<file path="src/rtl/alu_pkg.sv">
// Shared ALU result definitions: datapath widths and the result entry carried
// from the ALU into the result stage.
package alu_pkg;

  localparam int DATA_WIDTH = 64;
  localparam int FLAG_WIDTH = 5;
  localparam int RD_WIDTH   = 5;

  typedef struct packed {
    logic [DATA_WIDTH-1:0] data;
    logic [FLAG_WIDTH-1:0] flag;
    logic [RD_WIDTH-1:0]   rd;
    logic                  we;
  } alu_result_t;

endpackage

</file>
<file path="src/rtl/alu_result_stage.sv">
// Two-entry in-order result buffer between the ALU and writeback, with a
// forwarding tap on the youngest held result.
module alu_result_stage #(
  parameter int DATA_WIDTH = alu_pkg::DATA_WIDTH,
  parameter int FLAG_WIDTH = alu_pkg::FLAG_WIDTH,
  parameter int RD_WIDTH   = alu_pkg::RD_WIDTH
) (
  input  logic                  in_clk,
  input  logic                  in_rst,
  input  logic                  in_valid,
  output logic                  out_ready,
  input  logic [DATA_WIDTH-1:0] in_data,
  input  logic [FLAG_WIDTH-1:0] in_ALU_flag,
  input  logic [RD_WIDTH-1:0]   in_rd,
  input  logic                  in_we,
  input  logic                  in_flush,
  output logic                  out_valid,
  input  logic                  in_ready,
  output logic [DATA_WIDTH-1:0] out_data,
  output logic [FLAG_WIDTH-1:0] out_ALU_flag,
  output logic [RD_WIDTH-1:0]   out_rd,
  output logic                  out_we,
  output logic                  out_fwd_valid,
  output logic [RD_WIDTH-1:0]   out_fwd_rd,
  output logic [DATA_WIDTH-1:0] out_fwd_data,
  output logic [1:0]            out_count
);

  typedef alu_pkg::alu_result_t entry_t;

  // Entries use the shared struct, so the widths must agree with the package.
  if (DATA_WIDTH != alu_pkg::DATA_WIDTH || FLAG_WIDTH != alu_pkg::FLAG_WIDTH ||
      RD_WIDTH != alu_pkg::RD_WIDTH) begin : g_width_check
    $error("alu_result_stage widths must match alu_pkg");
  end

  entry_t     entries_q [2];
  entry_t     entries_d [2];
  logic       head_q, head_d;
  logic [1:0] count_q, count_d;

  logic       do_accept, do_drain;
  logic       wr_idx, young_idx;
  entry_t     in_e, head_e, young_e;

  always_comb begin
    out_ready = (count_q < 2'd2);
    out_valid = (count_q != 2'd0);
    do_accept = in_valid & out_ready;
    do_drain  = out_valid & in_ready;

    // Tail slot sits one past the head when an entry is already held.
    wr_idx    = head_q ^ count_q[0];
    young_idx = head_q ^ count_q[1];

    in_e.data = in_data;
    in_e.flag = in_ALU_flag;
    in_e.rd   = in_rd;
    in_e.we   = in_we & (in_rd != '0);

    entries_d = entries_q;
    head_d    = head_q;
    count_d   = count_q;

    if (in_flush) begin
      count_d = 2'd0;
      head_d  = 1'b0;
    end else begin
      if (do_accept) entries_d[wr_idx] = in_e;
      if (do_drain)  head_d = ~head_q;
      count_d = count_q + {1'b0, do_accept} - {1'b0, do_drain};
    end
  end

  always_comb begin
    head_e        = entries_q[head_q];
    young_e       = entries_q[young_idx];
    out_data      = out_valid ? head_e.data : '0;
    out_ALU_flag  = out_valid ? head_e.flag : '0;
    out_rd        = out_valid ? head_e.rd   : '0;
    out_we        = out_valid & head_e.we;
    out_fwd_valid = out_valid & young_e.we;
    out_fwd_rd    = young_e.rd;
    out_fwd_data  = young_e.data;
    out_count     = count_q;
  end

  always_ff @(posedge in_clk or posedge in_rst) begin
    if (in_rst) begin
      entries_q[0] <= '0;
      entries_q[1] <= '0;
      head_q       <= 1'b0;
      count_q      <= 2'd0;
    end else begin
      entries_q <= entries_d;
      head_q    <= head_d;
      count_q   <= count_d;
    end
  end

endmodule

</file>
<file path="config.mk">
export PLATFORM = sky130hd
export DESIGN_NAME = alu_result_stage
export DESIGN_NICKNAME = d
export VERILOG_FILES = /design/src/rtl/alu_pkg.sv /design/src/rtl/alu_result_stage.sv
export SDC_FILE = /design/constraint.sdc
export NUM_CORES = 1
export LEC_CHECK = 0
export ABC_AREA = 1
export CAP_MARGIN = 30
export CORE_MARGIN = 8
export CORE_UTILIZATION = 43
export CTS_CLUSTER_SIZE = 30
export DETAILED_ROUTE_END_ITERATION = 7
export GPL_ROUTABILITY_DRIVEN = 0
export MAX_ROUTING_LAYER = met4
export PLACE_DENSITY_LB_ADDON = 0.25
export SLEW_MARGIN = 20
export SYNTH_ARGS = -nofsm -noshare
export SYNTH_HDL_FRONTEND = slang
export SYNTH_SLANG_ARGS = --single-unit
export TNS_END_PERCENT = 30
</file>
<file path="constraint.sdc">
create_clock -name in_clk -period 5.2 [get_ports in_clk]
set_clock_uncertainty 0.05 [all_clocks]
set_input_delay 0.78 -clock in_clk [delete_from_list [all_inputs] [get_ports in_clk]]
set_output_delay 0.78 -clock in_clk [all_outputs]
set_load 0.1 [all_outputs]
</file>
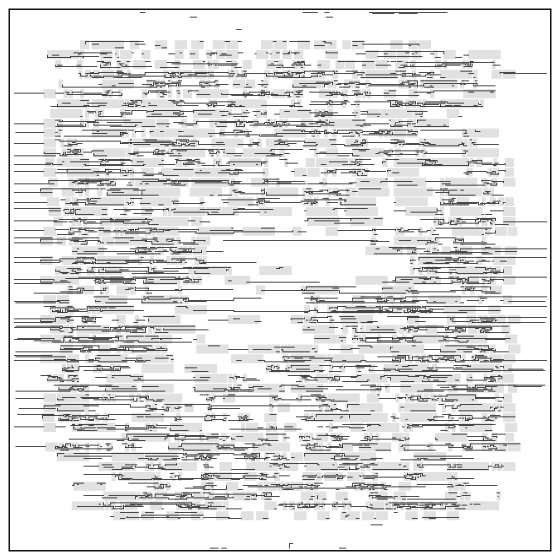
run_1/layer_met1.png
wire length on this layer: 9910 um
share of all routed wire: 44%
longest straight run: 41.9 um
met1 Use GR: 26.7%
Vias: 7156
final WL: 22300 um

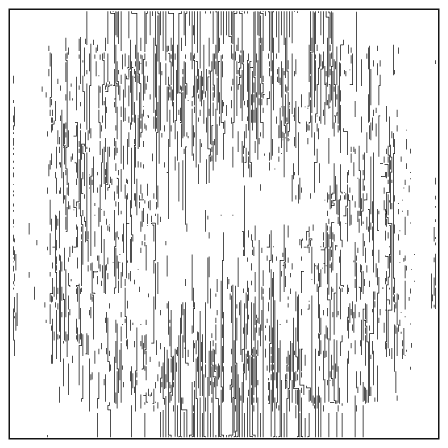
run_1/layer_met2.png
longest straight run: 49.1 um
nets with wire on the layer: 973
met2 Usage GRT: 32.8%

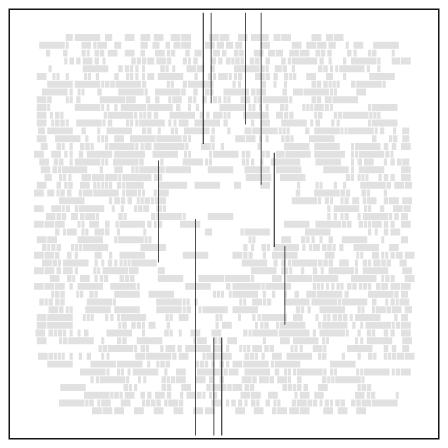
run_1/layer_met4.png
wire length on this layer: 414 um
main direction: vertical
share of all routed wire: 1.9%
longest straight run: 75.5 um
nets with wire on the layer: 8

==> GITHUB_STEP_SUMMARY, run 1 <==
## Synthesis and layout report

| Metric | Value |
|---|---|
| Worst Hold Class | reg2reg |
| Synth cell types | 22 |
| Highest routed layer | met4 |
| Root Buffer | clkbuf_16 |
| Syn avg cell area | 7.64 um^2 |
| H-tree level count | 4 |
| CP Class | reg2out |
| CP Data Required Time | 4370 ps |
| # Cells Yosys | 1007 |
| DR vias/cell | 4.99 |
| Worst-path clk slew | 60 ps |
| RSZ-0062 raised after global routing | false |
| First-pass GRT wire length | 36400 um |
| Synth Seq Share | 49.8% |
| Port bufs | 228 |
| Final setup viols | 0 |
| Slew headroom | 31.7% |
| Chip Area, Yosys | 7690 um^2 |
| Die height | 150 um |
| Ys Warns | 0 |
| Fin worst setup slack | 726 ps |
| Post-Syn Instances | 1007 |
| Sum of negative setup slack | 0 ps |
| WL met2 | 10700 um |
| Post-cts hold buffer count | 0 |
| Pin count of the biggest net entering global routing | 142 |
| CTS resizes | 0 |
| Floorplan Utilization | 43.3% |
| Remaining DRCs | 0 |
| Critical path arrival | 3640 ps |
| Setup crit start kind | flop |
| Crit path max fanout | 86 |
| Routed len/inst | 15.6 um |
| Filler Cell Count | 1660 |
| Achievable Freq | 0.224 GHz |
| Total GRT Usage | 20.9% |
| Cell Area, Synth | 7690 um^2 |
| Site Rows | 49 |
| Pre-CTS WS | 1150 ps |
| Worst Setup End Kind | output port |
| CTS tree | yes |
| Post CTS Setup Buffer Count | 0 |
| Width of the die | 150 um |
| Logic area | 3070 um^2 |
| Drt initial violations | 550 |
| Dpl hpwl | 14900 um |
| IO Pins | 229 |
| Area Growth Syn to Fin | 35.6% |
| Slew Limit Fails | 0 |
| CORE AREA | 17800 um^2 |
| Number of global-route vias before repair | 6911 |
| Cts bufs inserted | 17 |
| DR pass1 iterations | 5 |
| Clock latency on the worst-skew pair | 400 ps |
| Tightest Pin Transition | 1020 ps |
| Leading area contributor after synthesis | dfrtp_1 |
| Final #Nets | 1274 |
| CTS Buffer Depth | 2 |
| Total gr overflow | 0 |
| Area leader share | 49.8% |
| Syn_nets | 1089 |
| Final Hold Vio Count | 0 |
| Final worst path period share | 86.0% |
| Worst hold margin | 427 ps |
| Initial antenna violation count | 1 |
| Met3 WL | 1320 um |
| Clk sinks | 153 |
| Sequential cell area | 3830 um^2 |
| OpenROAD warning count | 28 |
| Share of layout cells above drive strength 1 | 8.14% |
| Number of max-cap violations | 0 |
| Post-DRT Antenna Nets | 0 |
| M1 WL | 9910 um |
| Seq cells post-synth | 153 |
| Status | complete, no violations |
| Final core utilization | 58.6% |
| Post-route minimum period | 4470 ps |
| Chip area | 22400 um^2 |
| Post-synth area hogs | dfrtp_1 (50%), nand2_1 (19%), o21ai_0 (8.8%) |
run 1: stage by stage:
stage               std cells  area, um^2
finish                   1434       10400
detailed placement       1401        9790
floorplan                1007        7690
CTS                      1432       10400
global route             1434       10400
global placement         1400        9760
run 1: cells in the mapped netlist:
cell        n
nand3_1     3
nor2_4      1
buf_4      15
dfrtp_1   153
o21ai_0   135
inv_2       4
ha_1        2
o21ai_1    84
a21oi_1    76
nor2_2      2
nand2_2     2
nand3_4     1
clkbuf_2    1
inv_1      80
xor2_1      1
nor3_1      1
nand2_1   382
clkbuf_1   18
nand3b_1    1
nor2_1      7
buf_2      19
buf_6      19
run 1: state kept, by name, summed over array words and instances (netlist names):
name / cells
out_count: 2
entries_q: 150
head_q: 1
run 1: cell usage in the layout (no fill, tap or decap):
cell	count
nor3_1	1
nand2_1	380
nand2_4	1
dfrtp_1	152
clkbuf_16	17
dfrtp_4	1
nand3_1	3
buf_4	51
clkinv_4	1
o21ai_1	84
o21ai_0	135
nand2_2	3
clkinv_2	3
xor2_1	1
nor2_2	1
ha_1	2
nor2_1	7
buf_12	2
inv_2	4
inv_6	2
a21oi_1	76
clkdlybuf4s50_1	183
clkinvlp_4	3
nor2_4	2
bufinv_16	4
nand3_4	1
buf_16	2
clkbuf_1	2
nand3b_1	1
diode_2	1
inv_1	79
run 1: logic make-up after synthesis:
group / count (synthesis) / share of synthesized area [%]
simple gates: 400 / 20.0
compound gates: 295 / 19.2
buf+inv: 156 / 10.5
flops: 153 / 49.8
fa+ha+maj: 2 / 0.325
xor+xnor: 1 / 0.114
run 1: layout make-up:
class	count	area share, %
inverters	84	3.07
well taps	229	2.75
multi-input cells	698	29.4
flip-flops and latches	153	36.8
diodes	1	0.0240
clock inverters	12	1.68
clock buffers	19	4.15
repair buffers	238	22.2
run 1: critical path, cell delays in order (launching register included):
cell and delay, ps:
dfrtp_4 910, inv_2 140, nand2_1 160, nand2_4 400, o21ai_0 370, clkdlybuf4s50_1 1180
run 1: final timing paths:
kind / depth (start not counted) / end / slack [ps] / startpoint
min in group asynchronous: 2 / entries_q[52] / 800 / in_rst
worst min-delay path: 2 / entries_q[83] / 430 / entries_q[83]
worst max-delay path: 5 / out_fwd_data[1] / 730 / head_q
worst min register to register: 2 / entries_q[83] / 430 / entries_q[83]
worst max register to register: 7 / entries_q[103] / 2520 / head_q
max in group asynchronous: 3 / entries_q[105] / 3220 / in_rst
run 1: per-layer routing:
layer,track usage (%),vias up
met2,32.8,228
met3,4.32,27
met5,-,-
met1,26.7,3323
met4,6.40,0
li1,-,3578
==> run 1 -> run 2 <==
Settings changed: HOLD_SLACK_MARGIN set to 0.05.
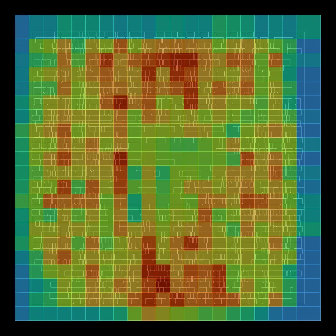
run_2/congestion.png
GR peak layer: met2
Total GRT Usage: 20.9%
routed len/inst: 15.6 um
GR Layer Usage met3: 4.32%
final core utilization: 58.6%

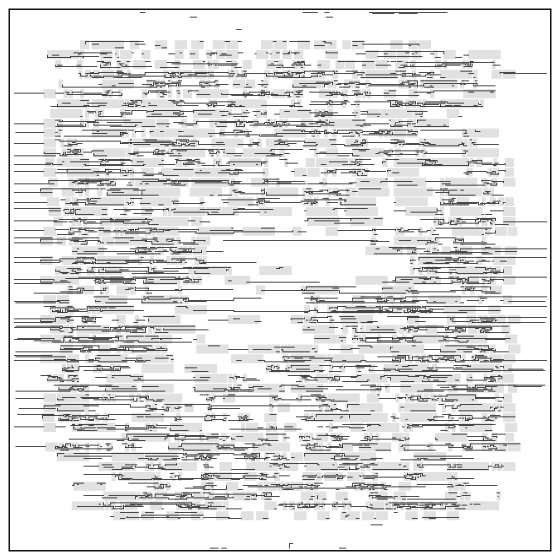
run_2/layer_met1.png
longest straight run: 41.9 um
main direction: horizontal
wire length on this layer: 9910 um

==> GITHUB_STEP_SUMMARY, run 2 <==
## Synthesis and layout report

| Metric | Value |
|---|---|
| Final #Nets | 1274 (unchanged) |
| Dpl hpwl | 14900 um (unchanged) |
| Async set-reset flop share out of synthesis | 100% (unchanged) |
| H-tree level count | 4 (unchanged) |
| Ys Warns | 0 (unchanged) |
| Setup crit start kind | flop |
| Synth cell types | 22 (unchanged) |
| Worst-path clk slew | 60 ps (about the same) |
| Tightest Pin Transition | 1020 ps (unchanged) |
| Sum of negative setup slack | 0 ps (unchanged) |
| Vias | 7156 (unchanged) |
| Initial antenna violation count | 1 (unchanged) |
| Worst Setup End Kind | output port |
| Final setup viols | 0 (unchanged) |
| CP Data Required Time | 4370 ps (about the same) |
| Post-route minimum period | 4470 ps (unchanged) |
| Pin count of the biggest net entering global routing | 142 (unchanged) |
| IO Pins | 229 (unchanged) |
| Slew headroom | 31.7% (unchanged) |
| Site Rows | 49 (unchanged) |
| Most common reg cell | dfrtp_1 |
| Post-DRT Antenna Nets | 0 (unchanged) |
| Die height | 150 um (unchanged) |
| Crit path max fanout | 86 (unchanged) |
| CTS resizes | 0 (unchanged) |
| CP Class | reg2out |
| Final WL | 22300 um (unchanged) |
| Sequential cell area | 3830 um^2 (unchanged) |
| Synth top cell by count | nand2_1 |
| R2R Setup Slk | 2520 ps (about the same) |
| Top reg by flops | entries_q |
| CORE AREA | 17800 um^2 (unchanged) |
| Drt initial violations | 550 (unchanged) |
| Clk sinks | 153 (unchanged) |
| Clock latency on the worst-skew pair | 400 ps (about the same) |
| Post-synth area hogs | dfrtp_1 (50%), nand2_1 (19%), o21ai_0 (8.8%) |
| OpenROAD warning count | 28 (unchanged) |
| Post-synth EDFFs | 0 (unchanged) |
| Chip area | 22400 um^2 (unchanged) |
| Final Hold Vio Count | 0 (unchanged) |
| Port bufs | 228 (unchanged) |
| DR pass1 iterations | 5 (unchanged) |
| Chip Area, Yosys | 7690 um^2 (unchanged) |
| Share of layout cells above drive strength 1 | 8.14% (unchanged) |
| Post-Syn Instances | 1007 (unchanged) |
| Filler Cell Count | 1660 (unchanged) |
| Synth Seq Share | 49.8% (unchanged) |
| Width of the die | 150 um (unchanged) |
| Number of global-route vias before repair | 6911 (unchanged) |
| Number of max-cap violations | 0 (unchanged) |
| Remaining DRCs | 0 (unchanged) |
| Post CTS Setup Buffer Count | 0 (unchanged) |
| Root Buffer | clkbuf_16 |
| Status | complete, no violations |
| Leading area contributor after synthesis | dfrtp_1 |
| Final worst path period share | 86.0% (unchanged) |
| Area leader share | 49.8% (unchanged) |
| Achievable Freq | 0.224 GHz (unchanged) |
| Worst Hold Class | reg2reg |
| Cell Area, Synth | 7690 um^2 (unchanged) |
| CTS tree | yes |
| Cts bufs inserted | 17 (unchanged) |
| Total gr overflow | 0 (unchanged) |
| Most frequent cells in the layout | nand2_1 (380), clkdlybuf4s50_1 (183), dfrtp_1 (152), o21ai_0 (135), o21ai_1 (84) |
| Critical path arrival | 3640 ps (about the same) |
| First-pass GRT wire length | 36400 um (unchanged) |
| Logic area | 3070 um^2 (unchanged) |
| Post-cts hold buffer count | 0 (unchanged) |
| Max reg flops | 150 (unchanged) |
| Dominant logic cell type in the layout | nand2_1 |
| Most common library cells after synthesis | nand2_1 (382), dfrtp_1 (153), o21ai_0 (135) |
| # Cells Yosys | 1007 (unchanged) |
| CTS Buffer Depth | 2 (unchanged) |
| Seq cells post-synth | 153 (unchanged) |
| Floorplan Utilization | 43.3% (unchanged) |
| Syn_nets | 1089 (unchanged) |
| Slew Limit Fails | 0 (unchanged) |
| Syn avg cell area | 7.64 um^2 (unchanged) |
| RSZ-0062 raised after global routing | false |
| Area Growth Syn to Fin | 35.6% (unchanged) |
run 2: logic make-up after synthesis:
family,count (synthesis),share of synthesized area (%)
buf+inv,156,10.5
xor+xnor,1,0.114
flops,153,49.8
fa+ha+maj,2,0.325
simple gates,400,20.0
compound gates,295,19.2
run 2: worst paths after layout:
| path | start | end | cells after the start |
|---|---|---|---|
| setup / recovery | head_q | out_fwd_data[1] | 5 |
| max in group asynchronous | in_rst | entries_q[105] | 3 |
| hold reg to reg | entries_q[83] | entries_q[83] | 2 |
| min in group asynchronous | in_rst | entries_q[52] | 2 |
| setup reg to reg | head_q | entries_q[103] | 7 |
| hold / removal | entries_q[83] | entries_q[83] | 2 |
run 2: stage by stage:
step	setup slack, ps	hold WS, ps	instance area, um^2	std cells
floorplan	193	387	7690	1007
global placement	1190	402	9760	1400
detailed placement	1150	411	9790	1401
CTS	673	427	10400	1432
global route	408	452	10400	1434
finish	726	427	10400	1434
run 2: cell type report:
| class | instances | area share [%] |
|---|---|---|
| inverter | 84 | 3.07 |
| tap | 229 | 2.75 |
| multi-input combinational | 698 | 29.4 |
| clock inverter | 12 | 1.68 |
| antenna | 1 | 0.0240 |
| clock buffer | 19 | 4.15 |
| timing repair buffer | 238 | 22.2 |
| sequential | 153 | 36.8 |
run 2: per-layer routing:
layer  GRT usage [%]  vias to the layer above  routed length, um
met5               -                        -                  0
met4            6.40                        0                414
met3            4.32                       27               1320
met2            32.8                      228              10700
met1            26.7                     3323               9910
li1                -                     3578                  -
run 2: worst max-delay path, cell delays in order (launching register included):
cell and delay, ps:
dfrtp_4 910, inv_2 140, nand2_1 160, nand2_4 400, o21ai_0 370, clkdlybuf4s50_1 1180
